`src/rtl/trigger_sequencer_if.sv`:
```
// Bundle between firmware/config logic and the trigger sequencer:
// arm/abort control, shadowed sequence configuration, matcher strobes
// and the sequencer status/pulse outputs.
interface trigger_sequencer_if #(
    parameter int pSEL_WIDTH   = 2,
    parameter int pSTAGES      = 4,
    parameter int pWIN_WIDTH   = 16,
    parameter int pCOUNT_WIDTH = 16
);
    localparam int pNUM_MATCH = 2 ** pSEL_WIDTH;
    localparam int pSTG_W     = $clog2(pSTAGES);

    logic                             I_arm;
    logic                             I_abort;
    logic [pSTG_W-1:0]                I_num_stages;
    logic                             I_rearm;
    logic [pSTAGES*pSEL_WIDTH-1:0]    I_stage_sel;
    logic [pSTAGES*pWIN_WIDTH-1:0]    I_stage_window;
    logic [pNUM_MATCH-1:0]            I_match_vec;
    logic                             O_match;
    logic [1:0]                       O_state;
    logic [pSTG_W-1:0]                O_stage;
    logic [pCOUNT_WIDTH-1:0]          O_timeouts;

    // Side that programs the sequencer and consumes its status.
    modport master (
        output I_arm, I_abort, I_num_stages, I_rearm, I_stage_sel,
               I_stage_window, I_match_vec,
        input  O_match, O_state, O_stage, O_timeouts
    );

    // The sequencer itself.
    modport slave (
        input  I_arm, I_abort, I_num_stages, I_rearm, I_stage_sel,
               I_stage_window, I_match_vec,
        output O_match, O_state, O_stage, O_timeouts
    );
endinterface

```
`src/rtl/trigger_sequencer.sv`:
```
// Multi-stage trigger sequencer. Walks through up to pSTAGES matcher
// events (each stage picks one matcher), with an optional timing window
// per stage, and emits a single-cycle O_match pulse when the programmed
// sequence completes. Configuration is captured on the arm edge so it
// may be rewritten freely while a sequence is running.
module trigger_sequencer #(
    parameter int pSEL_WIDTH   = 2,
    parameter int pSTAGES      = 4,
    parameter int pWIN_WIDTH   = 16,
    parameter int pCOUNT_WIDTH = 16
) (
    input logic                fe_clk,
    input logic                reset_i,
    trigger_sequencer_if.slave bus
);
    localparam int pSTG_W = $clog2(pSTAGES);

    typedef enum logic [1:0] {
        ST_IDLE = 2'd0,
        ST_RUN  = 2'd1,
        ST_DONE = 2'd2
    } state_t;

    state_t                        state_q, state_d;
    logic [pSTG_W-1:0]             stage_q, stage_d;
    logic [pWIN_WIDTH-1:0]         win_q, win_d;
    logic [pCOUNT_WIDTH-1:0]       tmo_q, tmo_d;
    logic                          match_q, match_d;
    logic                          arm_r;

    logic [pSTG_W-1:0]             num_sh;
    logic                          rearm_sh;
    logic [pSTAGES*pSEL_WIDTH-1:0] sel_sh;
    logic [pSTAGES*pWIN_WIDTH-1:0] win_sh;

    logic                          arm_edge;
    logic [pSEL_WIDTH-1:0]         sel_cur;
    logic [pWIN_WIDTH-1:0]         win_cur;
    logic                          hit;

    // Timeout counter increment that sticks at all-ones instead of wrapping.
    function automatic logic [pCOUNT_WIDTH-1:0] sat_inc(input logic [pCOUNT_WIDTH-1:0] v);
        if (v == {pCOUNT_WIDTH{1'b1}})
            return v;
        return v + pCOUNT_WIDTH'(1);
    endfunction

    assign arm_edge = bus.I_arm & ~arm_r;
    assign sel_cur  = sel_sh[int'(stage_q)*pSEL_WIDTH +: pSEL_WIDTH];
    assign win_cur  = win_sh[int'(stage_q)*pWIN_WIDTH +: pWIN_WIDTH];
    assign hit      = bus.I_match_vec[sel_cur];

    // Registered copy of the arm level for rising-edge detection.
    always_ff @(posedge fe_clk or posedge reset_i) begin
        if (reset_i)
            arm_r <= 1'b0;
        else
            arm_r <= bus.I_arm;
    end

    // Shadow configuration, captured only on an arm edge that abort does not override.
    always_ff @(posedge fe_clk or posedge reset_i) begin
        if (reset_i) begin
            num_sh   <= '0;
            rearm_sh <= 1'b0;
            sel_sh   <= '0;
            win_sh   <= '0;
        end else if (arm_edge && !bus.I_abort) begin
            num_sh   <= bus.I_num_stages;
            rearm_sh <= bus.I_rearm;
            sel_sh   <= bus.I_stage_sel;
            win_sh   <= bus.I_stage_window;
        end
    end

    // Sequencer state, stage, window and timeout registers.
    always_ff @(posedge fe_clk or posedge reset_i) begin
        if (reset_i) begin
            state_q <= ST_IDLE;
            stage_q <= '0;
            win_q   <= '0;
            tmo_q   <= '0;
            match_q <= 1'b0;
        end else begin
            state_q <= state_d;
            stage_q <= stage_d;
            win_q   <= win_d;
            tmo_q   <= tmo_d;
            match_q <= match_d;
        end
    end

    // Next-state: abort beats arm, arm beats sequencing; matches only count in RUN.
    always_comb begin
        state_d = state_q;
        stage_d = stage_q;
        win_d   = win_q;
        tmo_d   = tmo_q;
        match_d = 1'b0;
        if (bus.I_abort) begin
            state_d = ST_IDLE;
            stage_d = '0;
            win_d   = '0;
        end else if (arm_edge) begin
            state_d = ST_RUN;
            stage_d = '0;
            win_d   = '0;
            tmo_d   = '0;
        end else if (state_q == ST_RUN) begin
            if (hit) begin
                // A hit on the last window cycle still wins over the timeout.
                win_d = '0;
                if (stage_q == num_sh) begin
                    match_d = 1'b1;
                    stage_d = '0;
                    state_d = rearm_sh ? ST_RUN : ST_DONE;
                end else begin
                    stage_d = stage_q + pSTG_W'(1);
                end
            end else if (stage_q != '0 && win_cur != '0) begin
                // Window counts evaluation cycles spent in this stage; W cycles allowed.
                if (win_q == win_cur - pWIN_WIDTH'(1)) begin
                    stage_d = '0;
                    win_d   = '0;
                    tmo_d   = sat_inc(tmo_q);
                end else begin
                    win_d = win_q + pWIN_WIDTH'(1);
                end
            end
        end
    end

    assign bus.O_match    = match_q;
    assign bus.O_state    = state_q;
    assign bus.O_stage    = stage_q;
    assign bus.O_timeouts = tmo_q;

endmodule

```
`src/flat_wrapper.sv`:
```
// flat-port wrapper written by rule: the top's interface ports become plain ports
module trigger_sequencer_flat 
#(
    parameter int pSEL_WIDTH   = 2,
    parameter int pSTAGES      = 4,
    parameter int pWIN_WIDTH   = 16,
    parameter int pCOUNT_WIDTH = 16
)
  (fe_clk, reset_i, bus_I_arm, bus_I_abort, bus_I_num_stages, bus_I_rearm, bus_I_stage_sel, bus_I_stage_window, bus_I_match_vec, bus_O_match, bus_O_state, bus_O_stage, bus_O_timeouts);
  trigger_sequencer_if #(.pSEL_WIDTH(pSEL_WIDTH), .pSTAGES(pSTAGES), .pWIN_WIDTH(pWIN_WIDTH), .pCOUNT_WIDTH(pCOUNT_WIDTH)) bus_i ();
  input logic fe_clk;
  input logic reset_i;
  input wire logic [$bits(bus_i.I_arm)-1:0] bus_I_arm;
  input wire logic [$bits(bus_i.I_abort)-1:0] bus_I_abort;
  input wire logic [$bits(bus_i.I_num_stages)-1:0] bus_I_num_stages;
  input wire logic [$bits(bus_i.I_rearm)-1:0] bus_I_rearm;
  input wire logic [$bits(bus_i.I_stage_sel)-1:0] bus_I_stage_sel;
  input wire logic [$bits(bus_i.I_stage_window)-1:0] bus_I_stage_window;
  input wire logic [$bits(bus_i.I_match_vec)-1:0] bus_I_match_vec;
  output wire logic [$bits(bus_i.O_match)-1:0] bus_O_match;
  output wire logic [$bits(bus_i.O_state)-1:0] bus_O_state;
  output wire logic [$bits(bus_i.O_stage)-1:0] bus_O_stage;
  output wire logic [$bits(bus_i.O_timeouts)-1:0] bus_O_timeouts;
  assign bus_i.I_arm = bus_I_arm;
  assign bus_i.I_abort = bus_I_abort;
  assign bus_i.I_num_stages = bus_I_num_stages;
  assign bus_i.I_rearm = bus_I_rearm;
  assign bus_i.I_stage_sel = bus_I_stage_sel;
  assign bus_i.I_stage_window = bus_I_stage_window;
  assign bus_i.I_match_vec = bus_I_match_vec;
  assign bus_O_match = bus_i.O_match;
  assign bus_O_state = bus_i.O_state;
  assign bus_O_stage = bus_i.O_stage;
  assign bus_O_timeouts = bus_i.O_timeouts;
  trigger_sequencer #(.pSEL_WIDTH(pSEL_WIDTH), .pSTAGES(pSTAGES), .pWIN_WIDTH(pWIN_WIDTH), .pCOUNT_WIDTH(pCOUNT_WIDTH)) u_core (.fe_clk(fe_clk), .reset_i(reset_i), .bus(bus_i));
endmodule
```
`config.mk`:
```
export PLATFORM = sky130hd
export DESIGN_NAME = trigger_sequencer_flat
export DESIGN_NICKNAME = d
export VERILOG_FILES = /design/src/rtl/trigger_sequencer_if.sv /design/src/rtl/trigger_sequencer.sv /design/src/flat_wrapper.sv
export SDC_FILE = /design/constraint.sdc
export NUM_CORES = 1
export LEC_CHECK = 0
export ABC_AREA = 1
export CAP_MARGIN = 20
export CORE_UTILIZATION = 54
export CTS_CLUSTER_SIZE = 40
export DETAILED_ROUTE_END_ITERATION = 10
export PLACE_DENSITY_LB_ADDON = 0.1
export SLEW_MARGIN = 30
export SYNTH_ARGS = -nofsm -noshare
export SYNTH_HDL_FRONTEND = slang
export SYNTH_SLANG_ARGS = --single-unit
```
`constraint.sdc`:
```
create_clock -name fe_clk -period 3.9 [get_ports fe_clk]
set_clock_uncertainty 0.15 [all_clocks]
set_input_delay 0.39 -clock fe_clk [delete_from_list [all_inputs] [get_ports fe_clk]]
set_output_delay 0.39 -clock fe_clk [all_outputs]
set_load 0.05 [all_outputs]
```
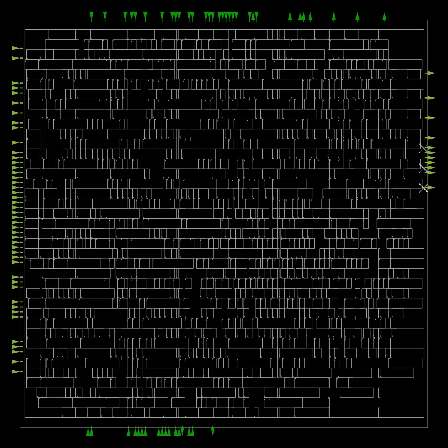
Run 1: placement view
Tap Count: 143
Row Count: 39
core area: 11560 sq um
fin cells: 1180
flop share of the area: 34.36%

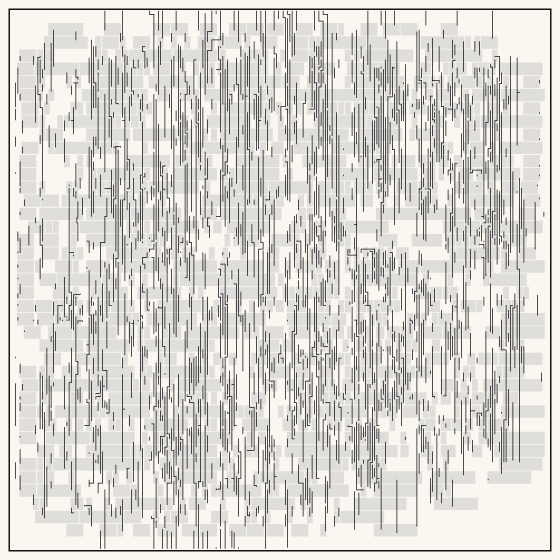
Run 1: signal wires on met2
wire length on this layer: 7390 um
share of all routed wire: 46%
via count: 6218
Global Route met2 Usage: 42.58%
final wirelength: 16060 um

==> flow_summary.yaml, run 1 <==
# yosys + openroad results
clock_tree:
  clkLatencyLatePin_ns: 0.42
  clock-root-buffer: "clkbuf_16"
  cts_resized: 0
  cts_tree: "yes"
  post_cts_buffers: 0
  htreeDepth: 4
  cts_sinks: 113
  clk_pin_slew_ns: 0.06
  numCtsBuffers: 17
  postCtsHoldBufs: 0
  clockBufferDepth: 2
critical_path:
  cp-startpoint: "u_core.bus.O_stage[1]$_DFFE_PP0P_"
  r2r_slack_ns: 0.56
  critPathMaxFanout: 13
  crit_path_max_incr_delay_ns: 0.59
  path_delay_family: "simple AND/OR/NAND/NOR gates"
  end_kind: "register"
  r2r_end: "u_core.win_q[13]$_DFFE_PP0P_"
  cp_data_arrival_time_ns: 3.48
  cp_slowest_cell: "dfrtp_1"
  r2r_cells: 16
  cp_common_cell: "nand2_1"
  crit_end: "u_core.win_q[13]$_DFFE_PP0P_"
  critPathLaunchType: "register"
  critical_path_required_ns: 4.05
  worstPathCellList: "clkinv_1 -> nand3_1 -> nand2_1 -> ha_1 -> xnor2_1 -> nand3b_1 -> a21oi_1 -> nand2_1 -> nor2_1 -> nand2_1 -> nor2_1 -> nand2_1 -> o21ai_2 -> nand2_2 -> inv_2 -> nor2_1"
  r2r_start: "u_core.bus.O_stage[1]$_DFFE_PP0P_"
  crit_type: "reg -> reg"
  worstSetupPathDepth: 16
  crit_buf_inv: 2
sta:
  worst_pin_slew_ns: 0.7195
  finalHoldViolations: 0
  max_slew_margin_pct: 52.03
  finalClockPeriodUsage_pct: 85.52
  slew_viol_final: 0
  finalSetupViolCount: 0
  rsz0062_at_grt: "false"
  period_needed_ns: 3.335
  setup_ws_ns: 0.5647
  fmax_mhz: 299.8
  hold_ws_ns: 0.2463
  fin_tns_setup_ns: 0
pwr:
  p_clk_share_pct: 34.5
  internal_power_mw: 3.010
  p_per_area_nw_per_um2: 582.5
  power_frac_seq_pct: 31.9
  ir_worst_vdd_mv: 0.3014
  power_switching_share_pct: 37.22
  power_switching_mw: 1.785
  p_comb_share_pct: 33.6
  p_total_mw: 4.795
  p_leak_nw: 4.055
yosys:
  yosys-stat-cells: 923
  ys_seq_share_pct: 43.74
  ys_types: 36
  syn_nets: 1010
  largest_area_cell: "dfrtp_1"
  yosys_area_sq_um: 6465
  synth_top_area_share_pct: 43.74
  yosysWarningCount: 0
  synth_area_sq_um: 6465
  async_flop_share_pct: 100.0
  ff_type: "dfrtp_1"
  yosys-top-cells-area: "dfrtp_1, nand2_1, nand3_1, nor2_1, xor2_1"
  syn_inst: 923
  ys_seq_elements: 113
  avgSynthCellArea_sq_um: 7.004
  edf_count: 0
finish:
  n_antenna_cell: 0
  buf_share_pct: 13.68
  clkbuf_count: 20
  num-nonclk-inverters: 54
  signal_buffers: 114
  nets: 1111
  logic_gate_count: 724
  drive_above_1_share_pct: 5.979
  syn2layout_area_growth_pct: 27.31
  largestClassByArea: "logic gates"
  fill_cells: 981
  seq_area_sq_um: 2828
  final-comb-area_sq_um: 3264
  comb_share_pct: 39.66
  clk_share_pct: 7.631
  nFlopsAndLatches: 113
routing:
  antenna_left: 0
  wl_per_cell_um: 13.61
  via_per_inst: 5.269
  drt_first_pass_iters: 8
  drc_errors: 6
  drt-initial-drc-count: 477
job:
  warnings: 26
  maxCapViolations: 0
floorplan:
  die_height_um: 111.4
  die_area_sq_um: 12410
  die_w_um: 111.4
  ios: 104
  fp-utilization_pct: 55.90
outcome:
  failed_checks: "DRC"
  status: "complete, but fails checks"
grt:
  grt_max_degree: 79
  grt_antenna_before_repair: 0
  grt_overflow: 0
  grt_pass1_vias: 5713
  grt_pass1_wl_um: 27300
  grt_usage_pct: 27.76
hold_path:
  hold_class: "in -> async"
placement:
  placed_cells_incl_taps: 1148
  dpl_worst_slack_ns: 0.5786
  port_buffers: 103
  gp_congestion: 0.9068
  place.detailed.hpwl_um: 11360
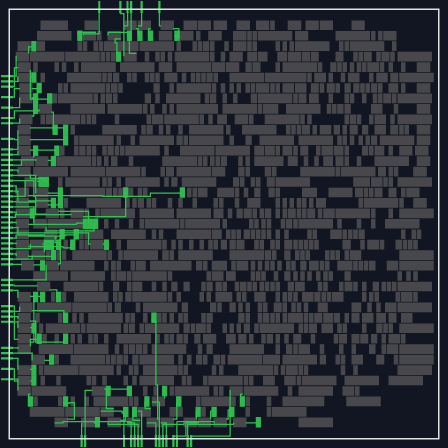
Run 1: port wiring
legend:
  green:
    port: bus_I_stage_window
    bits: 64
    direction: input
    edge: 43 left, 15 bottom, 6 top
    end_cells: 64
    buffers: 64
    wire: 862 um

[run 1: per-layer routing]
metal  track usage (%)  vias up  wire [um]  part of all wire, %
met5                 0        -          0                    0
met4             8.559        0        200                  1.2
met3             7.295       17       1053                  6.6
met2             42.58      204       7389                   46
met1             38.68     2882       7412                   46
li1                  -     3115          -                    -
[run 1: logic make-up after synthesis]
kind of cell             count (synthesis)  synth area share, %
AND/OR/NAND/NOR                        667                42.93
flip-flops                             113                43.74
buffers and inverters                   86                5.883
XOR/XNOR                                32                4.335
AND-OR/OR-AND                           21                2.342
adder cells (fa/ha/maj)                  4               0.7742
[run 1: through the flow]
| stage | cell area, sq um | utilization, % |
|---|---|---|
| 2_1_floorplan | 6465 | - |
| 3_3_place_gp | 7602 | 65.74 |
| 3_5_place_dp | 7602 | 65.74 |
| 4_1_cts | 8230 | 71.17 |
| 5_1_grt | 8230 | 71.17 |
| 6_report | 8230 | 71.17 |
[run 1: state kept, by name, summed over array words and instances, names as in the netlist]
register and flops:
u_core.bus.O_stage 2, u_core.rearm_sh 1, u_core.bus.O_match 1, u_core.sel_sh 8, u_core.win_q 16, u_core.arm_r 1
u_core.bus.O_state 2, u_core.win_sh 64, u_core.bus.O_timeouts 16, u_core.num_sh 2
[run 1: cell usage in the layout, fill, tap and decap left out, types with 2 or more instances in the layout]
master | synthesis | routed
o21ai_0 | 5 | 5
dfrtp_1 | 113 | 113
clkinvlp_4 | 0 | 4
nand3b_1 | 6 | 6
nand3_1 | 68 | 68
o211ai_1 | 2 | 2
a21oi_1 | 4 | 4
inv_1 | 49 | 48
xnor2_1 | 4 | 4
ha_1 | 4 | 4
nand4_1 | 28 | 28
clkbuf_16 | 0 | 17
clkinv_1 | 2 | 2
o21bai_1 | 3 | 3
buf_4 | 6 | 10
nand2_1 | 457 | 457
nand3_2 | 2 | 2
xor2_1 | 28 | 28
a21o_1 | 2 | 2
clkbuf_1 | 18 | 2
clkdlybuf4s50_1 | 0 | 103
bufinv_16 | 0 | 4
nor2_2 | 2 | 2
nor3_1 | 10 | 10
inv_2 | 3 | 3
nor2_1 | 80 | 79
inv_6 | 0 | 2
nor4_1 | 3 | 3
nor2_4 | 2 | 3
nor3b_1 | 2 | 2
nand2_2 | 4 | 4
[run 1: power groups by stage]
stage | registers (mW) | logic, mW | clock network [mW]
3_3_place_gp | 1.54 | 1.57 | 0
3_5_place_dp | 1.54 | 1.59 | 0
2_1_floorplan | 1.71 | 0.978 | 0
6_report | 1.53 | 1.61 | 1.65
5_1_grt | 1.55 | 1.79 | 1.72
4_1_cts | 1.53 | 1.61 | 1.66
[run 1: cell usage after synthesis (5+ instances only)]
| cell type | number |
|---|---|
| nand2_1 | 457 |
| dfrtp_1 | 113 |
| nor2_1 | 80 |
| nand3_1 | 68 |
| inv_1 | 49 |
| nand4_1 | 28 |
| xor2_1 | 28 |
| clkbuf_1 | 18 |
| nor3_1 | 10 |
| buf_4 | 6 |
| nand3b_1 | 6 |
| o21ai_0 | 5 |
==> run 2: changes to the inputs <==
--- a/config.mk
+++ b/config.mk
@@ -11,6 +11,7 @@
 export CTS_CLUSTER_SIZE = 40
 export DETAILED_ROUTE_END_ITERATION = 10
 export PLACE_DENSITY_LB_ADDON = 0.1
+export RECOVER_POWER = 100
 export SLEW_MARGIN = 30
 export SYNTH_ARGS = -nofsm -noshare
 export SYNTH_HDL_FRONTEND = slang
==> run 2 against run 1 <==
Net effect:
- the run ends with DRC, capacitance limit, slew limit left
- global-route usage unchanged
- register-to-register slack lost 0.07 ns
- combinational power is essentially flat
- maximum frequency down 2.7%
- power shrank 0.64%
- worst hold slack improved by 0.073 ns
==> flow_summary.yaml, run 2 <==
# yosys + openroad results
routing:
  drt-initial-drc-count: 470
  wl_per_cell_um: 13.59
  drc_errors: 6
  via_per_inst: 5.250
  drt_first_pass_iters: 8
  antenna_left: 0
critical_path:
  crit_type: "in -> reg"
  critPathMaxFanout: 78
  cp_data_arrival_time_ns: 3.59
  critPathLaunchType: "primary input"
  end_kind: "register"
  critical_path_required_ns: 4.06
  cp_common_cell: "inv_1"
  crit_path_max_incr_delay_ns: 1.04
  worstPathCellList: "dlygate4sd3_1 -> inv_1 -> nor2_1 -> clkbuf_1 -> inv_1 -> nor2_4 -> clkbuf_2 -> nand2_1 -> o21ai_0"
  cp_slowest_cell: "clkbuf_2"
clock_tree:
  clk_pin_slew_ns: 0.06
  clkLatencyLatePin_ns: 0.42
  htreeDepth: 4
  cts_sinks: 113
  postCtsHoldBufs: 0
  clock-root-buffer: "clkbuf_16"
  numCtsBuffers: 17
  cts_tree: "yes"
  cts_resized: 0
  clockBufferDepth: 2
  post_cts_buffers: 0
yosys:
  ys_seq_share_pct: 43.74
  yosys-stat-cells: 923
  syn_nets: 1010
  largest_area_cell: "dfrtp_1"
  synth_top_area_share_pct: 43.74
  avgSynthCellArea_sq_um: 7.004
  ff_type: "dfrtp_1"
  ys_seq_elements: 113
  synth_area_sq_um: 6465
  async_flop_share_pct: 100.0
  ys_types: 36
  yosys-top-cells-area: "dfrtp_1, nand2_1, nand3_1, nor2_1, xor2_1"
  synth_dominant_cell_count: "nand2_1"
  yosysWarningCount: 0
  yosys-top-cells-count: "nand2_1, dfrtp_1, nor2_1"
  syn_inst: 923
  yosys_area_sq_um: 6465
  edf_count: 0
finish:
  lay_top_count: "nand2_1"
  syn2layout_area_growth_pct: 27.00
  final_cell_area_sq_um: 8210
  lay_top_cells: "nand2_1, dfrtp_1, clkdlybuf4s50_1, nor2_1, nand3_1"
  top_register: "u_core.win_sh"
  largest_reg_flops: 64
  drive_above_1_share_pct: 5.689
  n_antenna_cell: 0
  nets: 1111
grt:
  grt_overflow: 0
  grt_pass1_vias: 5713
  grt_pass1_wl_um: 27300
  grt_usage_pct: 27.76
  grt_max_degree: 79
  grt_antenna_before_repair: 0
floorplan:
  ios: 104
  rows: 39
  core_area_sq_um: 11560
  fp-utilization_pct: 55.90
  die_height_um: 111.4
  die_area_sq_um: 12410
  die_w_um: 111.4
sta:
  fin_tns_setup_ns: 0
  slew_viol_final: 48
  finalClockPeriodUsage_pct: 87.88
  max_slew_margin_pct: -43.84
  rsz0062_at_grt: "false"
  period_needed_ns: 3.427
  finalHoldViolations: 0
  finalSetupViolCount: 0
  fmax_mhz: 291.8
  worst_pin_slew_ns: 2.146
pwr:
  p_comb_share_pct: 33.3
  p_leak_nw: 4.097
  ir_worst_vdd_mv: 0.3038
  power_switching_mw: 1.777
  power_switching_share_pct: 37.30
  internal_power_mw: 2.987
  p_clk_share_pct: 34.7
  power_frac_seq_pct: 32.1
  p_per_area_nw_per_um2: 580.2
placement:
  placed_area_sq_um: 7602
  gp_congestion: 0.9068
  port_buffers: 103
  place.detailed.hpwl_um: 11360
outcome:
  status: "complete, but fails checks"
  failed_checks: "DRC, capacitance limit, slew limit"
job:
  warnings: 26
  maxCapViolations: 1
hold_path:
  hold_class: "reg -> reg"
==> run 2: netlist changes by cell type in the layout (fill, tap and decap cells not counted), sizes merged <==
cell           change
clkdlybuf4s50     -23
buf                -2
clkbuf             +2
inv                -1
dlygate4sd3       +23
clkinvlp           +1
==> run 2: power groups by stage <==
stage                     clock network, mW  logic (mW)  registers, mW
after floorplan                           0       0.978           1.71
after global placement                    0        1.57           1.54
after detailed placement                  0        1.59           1.54
after CTS                              1.66        1.61           1.53
after global routing                   1.72        1.77           1.55
final                                  1.65        1.59           1.53
==> run 2: path summary, 6_finish.rpt <==
check,start,to,slack (ns),cells after the start
setup / recovery,bus_I_arm,u_core.sel_sh[1]$_DFFE_PP0P_,0.47,9
hold / removal,u_core.win_sh[40]$_DFFE_PP0P_,u_core.win_sh[40]$_DFFE_PP0P_,0.32,2
setup reg to reg,u_core.bus.O_stage[1]$_DFFE_PP0P_,u_core.bus.O_timeouts[2]$_DFFE_PP0P_,0.49,18
hold reg to reg,u_core.win_sh[40]$_DFFE_PP0P_,u_core.win_sh[40]$_DFFE_PP0P_,0.32,2
max in group asynchronous,reset_i,u_core.win_q[5]$_DFFE_PP0P_,1.69,3
min in group asynchronous,reset_i,u_core.win_sh[31]$_DFFE_PP0P_,0.84,2
==> run 2: stage by stage <==
stage | setup WS, ns | util [%] | power (mW) | instances | hold WS (ns)
final | 0.4727 | 70.99 | 4.764 | 1180 | 0.3194
after global routing | 0.1188 | 70.99 | 5.037 | 1180 | 0.3309
after CTS | 0.5418 | 71.17 | 4.801 | 1180 | 0.2690
after detailed placement | 0.5786 | 65.74 | 3.138 | 1148 | 0.3084
after global placement | 0.6777 | 65.74 | 3.108 | 1148 | 0.3042
after floorplan | 0.3726 | - | 2.684 | 923 | 0.2714
==> run 2: layout make-up <==
class | instances | area [sq um] | share of cell area (%)
multi-input cells | 724 | 3252 | 39.61
repair buffers | 114 | 1120 | 13.64
flip-flops and latches | 113 | 2828 | 34.44
inverters | 54 | 203.9 | 2.484
well taps | 143 | 178.9 | 2.179
clock buffers | 20 | 446.7 | 5.440
clock inverters | 12 | 181.4 | 2.210
==> run 2: critical path, delay by kind of cell <==
kind	cells	cell delay [ns]
AOI/OAI and AO/OA	1	0.16
buffers and inverters	5	2.58
and+or+nand+nor	3	0.45
==> run 2: cell families after synthesis <==
kind of cell,count (synthesis),share of synthesized area (%)
compound gates,21,2.342
xor+xnor,32,4.335
fa+ha+maj,4,0.7742
buf+inv,86,5.883
flops,113,43.74
simple gates,667,42.93
==> run 2: routing by layer <==
layer / vias up / wire (um) / GRT usage [%] / part of all wire (%)
met5: - / 0 / 0 / 0
met4: 0 / 208 / 8.559 / 1.3
met3: 18 / 1002 / 7.295 / 6.2
met2: 192 / 7418 / 42.58 / 46
met1: 2877 / 7404 / 38.68 / 46
li1: 3108 / - / - / -
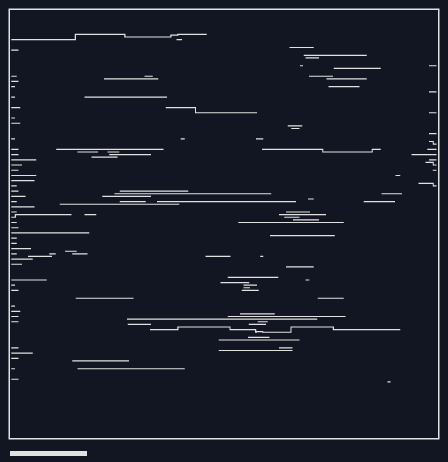
Run 2: the metal 3 layer
Bar = 20 um.
share of all routed wire: 6.3%
wire length on this layer: 1000 um
longest straight run: 49.2 um
met3 usage: 7.295%
final wirelength: 16030 um
via count: 6195

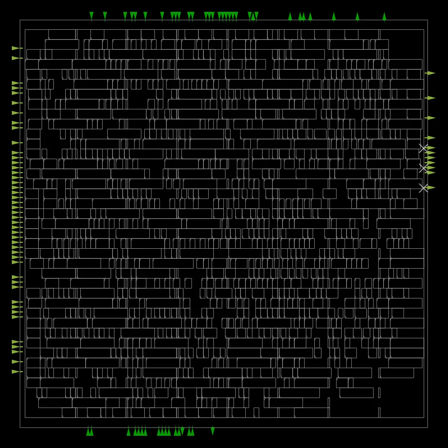
Run 2: placement view
fillers: 988
Util after Layout: 70.99%
registers: 113
flop share of the area: 34.44%

==> run 3: changes to the inputs <==
--- a/config.mk
+++ b/config.mk
@@ -10,7 +10,7 @@
 export CORE_UTILIZATION = 54
 export CTS_CLUSTER_SIZE = 40
 export DETAILED_ROUTE_END_ITERATION = 10
-export PLACE_DENSITY_LB_ADDON = 0.1
+export PLACE_DENSITY = 0.78
 export RECOVER_POWER = 100
 export SLEW_MARGIN = 30
 export SYNTH_ARGS = -nofsm -noshare
==> run 3 against run 2 <==
Net effect:
- the run still ends with DRC, capacitance limit, slew limit left
- setup slack got worse by 0.041 ns
- clock power barely moved
- sequential power barely moved
- via count barely moved
- non-clock buffer count fell by 2
- combinational power barely moved
- register-to-register slack improved by 0.12 ns
- critical path type unchanged
- critical endpoint is now u_core.win_sh[44]$_DFFE_PP0P_
- largest cell class unchanged
==> flow_summary.yaml, run 3 <==
# yosys + openroad results
outcome:
  status: "complete, but fails checks"
  failed_checks: "DRC, capacitance limit, slew limit"
finish:
  largest_reg_flops: 64
  top_register: "u_core.win_sh"
  lay_top_count: "nand2_1"
  syn2layout_area_growth_pct: 26.92
  nets: 1109
  n_antenna_cell: 0
  lay_top_cells: "nand2_1, dfrtp_1, nor2_1, clkdlybuf4s50_1, nand3_1"
  drive_above_1_share_pct: 5.314
  fin_util_pct: 70.95
grt:
  grt_antenna_before_repair: 0
  grt_usage_pct: 28.50
  grt_overflow: 0
  grt_max_degree: 79
  grt_pass1_wl_um: 27990
  grt_pass1_vias: 5988
sta:
  finalHoldViolations: 0
  fin_tns_setup_ns: 0
  period_needed_ns: 3.469
  worst_pin_slew_ns: 2.077
  max_slew_margin_pct: -39.21
  hold_ws_ns: 0.3170
  finalSetupViolCount: 0
  rsz0062_at_grt: "false"
  slew_viol_final: 47
  fmax_mhz: 288.3
  finalClockPeriodUsage_pct: 88.94
critical_path:
  crit_type: "in -> reg"
  cp_data_arrival_time_ns: 3.66
  path_delay_family: "buffers and inverters"
  cp_slowest_cell: "clkbuf_2"
  end_kind: "register"
  critPathLaunchType: "primary input"
  critPathMaxFanout: 78
  crit_end: "u_core.win_sh[44]$_DFFE_PP0P_"
  r2r_slack_ns: 0.61
  r2r_cells: 7
  r2r_end: "u_core.win_sh[44]$_DFFE_PP0P_"
  crit_buf_inv: 5
  r2r_start: "u_core.arm_r$_DFF_PP0_"
  critical_path_required_ns: 4.09
  cp-startpoint: "bus_I_arm"
  worstSetupPathDepth: 9
  crit_path_max_incr_delay_ns: 1.08
  worstPathCellList: "dlygate4sd3_1 -> inv_1 -> nor2_1 -> clkbuf_1 -> inv_1 -> nor2_1 -> clkbuf_2 -> nand2_1 -> nand2_1"
yosys:
  yosysWarningCount: 0
  syn_inst: 923
  synth_top_area_share_pct: 43.74
  ys_seq_share_pct: 43.74
  ff_type: "dfrtp_1"
  ys_seq_elements: 113
  largest_area_cell: "dfrtp_1"
  ys_types: 36
  synth_area_sq_um: 6465
  yosys-top-cells-area: "dfrtp_1, nand2_1, nand3_1, nor2_1, xor2_1"
  syn_nets: 1010
  synth_dominant_cell_count: "nand2_1"
  yosys-stat-cells: 923
  yosys_area_sq_um: 6465
  yosys-top-cells-count: "nand2_1, dfrtp_1, nor2_1"
  avgSynthCellArea_sq_um: 7.004
  edf_count: 0
  async_flop_share_pct: 100.0
routing:
  drc_errors: 10
  highest_layer: "met4"
  wl_per_cell_um: 14.13
  antenna_left: 0
  wl_met1_um: 7230
  routed-wl-met3_um: 991
  via_per_inst: 5.254
  drt-initial-drc-count: 401
  routed-wl-met2_um: 7975
  vias: 6189
  wirelength_um: 16650
  drt_first_pass_iters: 8
floorplan:
  core_area_sq_um: 11560
  rows: 39
  die_w_um: 111.4
  fp-utilization_pct: 55.90
  die_area_sq_um: 12410
  die_height_um: 111.4
placement:
  place.detailed.hpwl_um: 11260
  gp_congestion: 0.9045
clock_tree:
  cts_sinks: 113
  clock-root-buffer: "clkbuf_16"
  clockBufferDepth: 2
  cts_tree: "yes"
  postCtsHoldBufs: 0
  clk_pin_slew_ns: 0.05
  post_cts_buffers: 0
  htreeDepth: 4
  numCtsBuffers: 17
  cts_resized: 0
  clkLatencyLatePin_ns: 0.41
hold_path:
  hold_class: "reg -> reg"
pwr:
  p_leak_nw: 4.112
  ir_worst_vdd_mv: 0.5719
  p_per_area_nw_per_um2: 582.9
job:
  maxCapViolations: 1
  warnings: 26
-- run 3: cell counts after synthesis --
Identical to the previous run, type by type.
-- run 3: per-layer routing --
| layer | vias up | GRT usage (%) |
|---|---|---|
| li1 | 3095 | - |
| met1 | 2862 | 35.97 |
| met2 | 200 | 47.04 |
| met3 | 32 | 7.403 |
| met4 | 0 | 11.17 |
| met5 | - | 0 |
-- run 3: how the worst min path moves through the flow --
stage	start	endpoint	cells after the start
global placement	u_core.win_sh[61]$_DFFE_PP0P_	u_core.win_sh[61]$_DFFE_PP0P_	2
finish	u_core.win_sh[27]$_DFFE_PP0P_	u_core.win_sh[27]$_DFFE_PP0P_	2
floorplan	bus_I_arm	u_core.arm_r$_DFF_PP0_	0
CTS	reset_i	u_core.bus.O_timeouts[10]$_DFFE_PP0P_	2
detailed placement	u_core.win_sh[8]$_DFFE_PP0P_	u_core.win_sh[8]$_DFFE_PP0P_	2
global route	u_core.win_sh[50]$_DFFE_PP0P_	u_core.win_sh[50]$_DFFE_PP0P_	2
-- run 3: cell type report --
| type | count | area (sq um) |
|---|---|---|
| repair buffers | 112 | 1105 |
| well taps | 143 | 178.9 |
| fillers | 979 | 3359 |
| clock buffers | 23 | 488.0 |
| inverters | 54 | 203.9 |
| flip-flops and latches | 113 | 2828 |
| multi-input cells | 724 | 3249 |
| clock inverters | 9 | 152.6 |
-- run 3: kinds of logic after synthesis --
logic type               share of synthesized area, %
XOR/XNOR                                        4.335
adder cells (fa/ha/maj)                        0.7742
AND-OR/OR-AND                                   2.342
flip-flops                                      43.74
buffers and inverters                           5.883
AND/OR/NAND/NOR                                 42.93
-- run 3: report_power, final --
group / leakage, nW / total, mW / internal [mW] / switching [mW]
combinational: 2.35 / 1.59 / 0.533 / 1.06
clock: 0.317 / 1.67 / 1.14 / 0.533
sequential: 1.45 / 1.52 / 1.36 / 0.162
-- run 3: stage by stage --
step	area [sq um]	instances	setup WS [ns]	power, mW
after detailed placement	7587	1146	0.7892	3.133
final	8205	1178	0.4315	4.783
after global placement	7587	1146	0.8912	3.106
after global routing	8205	1178	0.1914	5.065
after CTS	8228	1178	0.7689	4.826
after floorplan	6465	923	0.3726	2.684
-- run 3: worst register-to-register path, cell delays in order, from the launching register on --
cell and delay [ns]:
dfrtp_1 0.36, nor2_1 0.09, clkbuf_1 0.61, inv_1 0.29, nor2_1 0.23, clkbuf_2 1.08, nand2_1 0.27, nand2_1 0.15
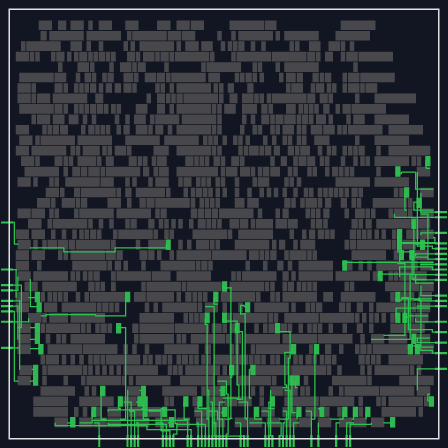
Run 3: port wiring
legend:
  green:
    port: bus_I_stage_window
    bits: 64
    direction: input
    edge: 36 bottom, 19 right, 9 left
    end_cells: 64
    buffers: 64
    wire: 1320 um
Port-buffer cells: 103
Top Ports: 104

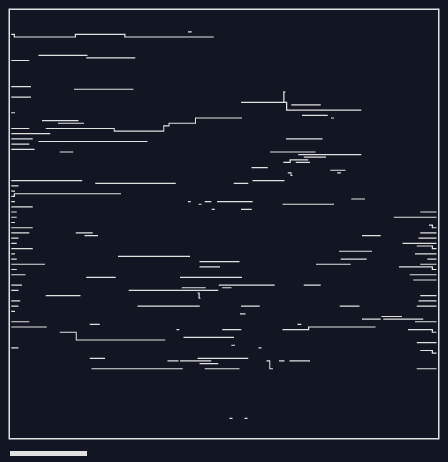
Run 3: the metal 3 layer
Bar = 20 um.
main direction: horizontal
longest straight run: 28.1 um
wire length on this layer: 992 um
share of all routed wire: 6.0%
nets with wire on the layer: 107

Power figures rest on the tool's default switching activity, not on a simulated workload.
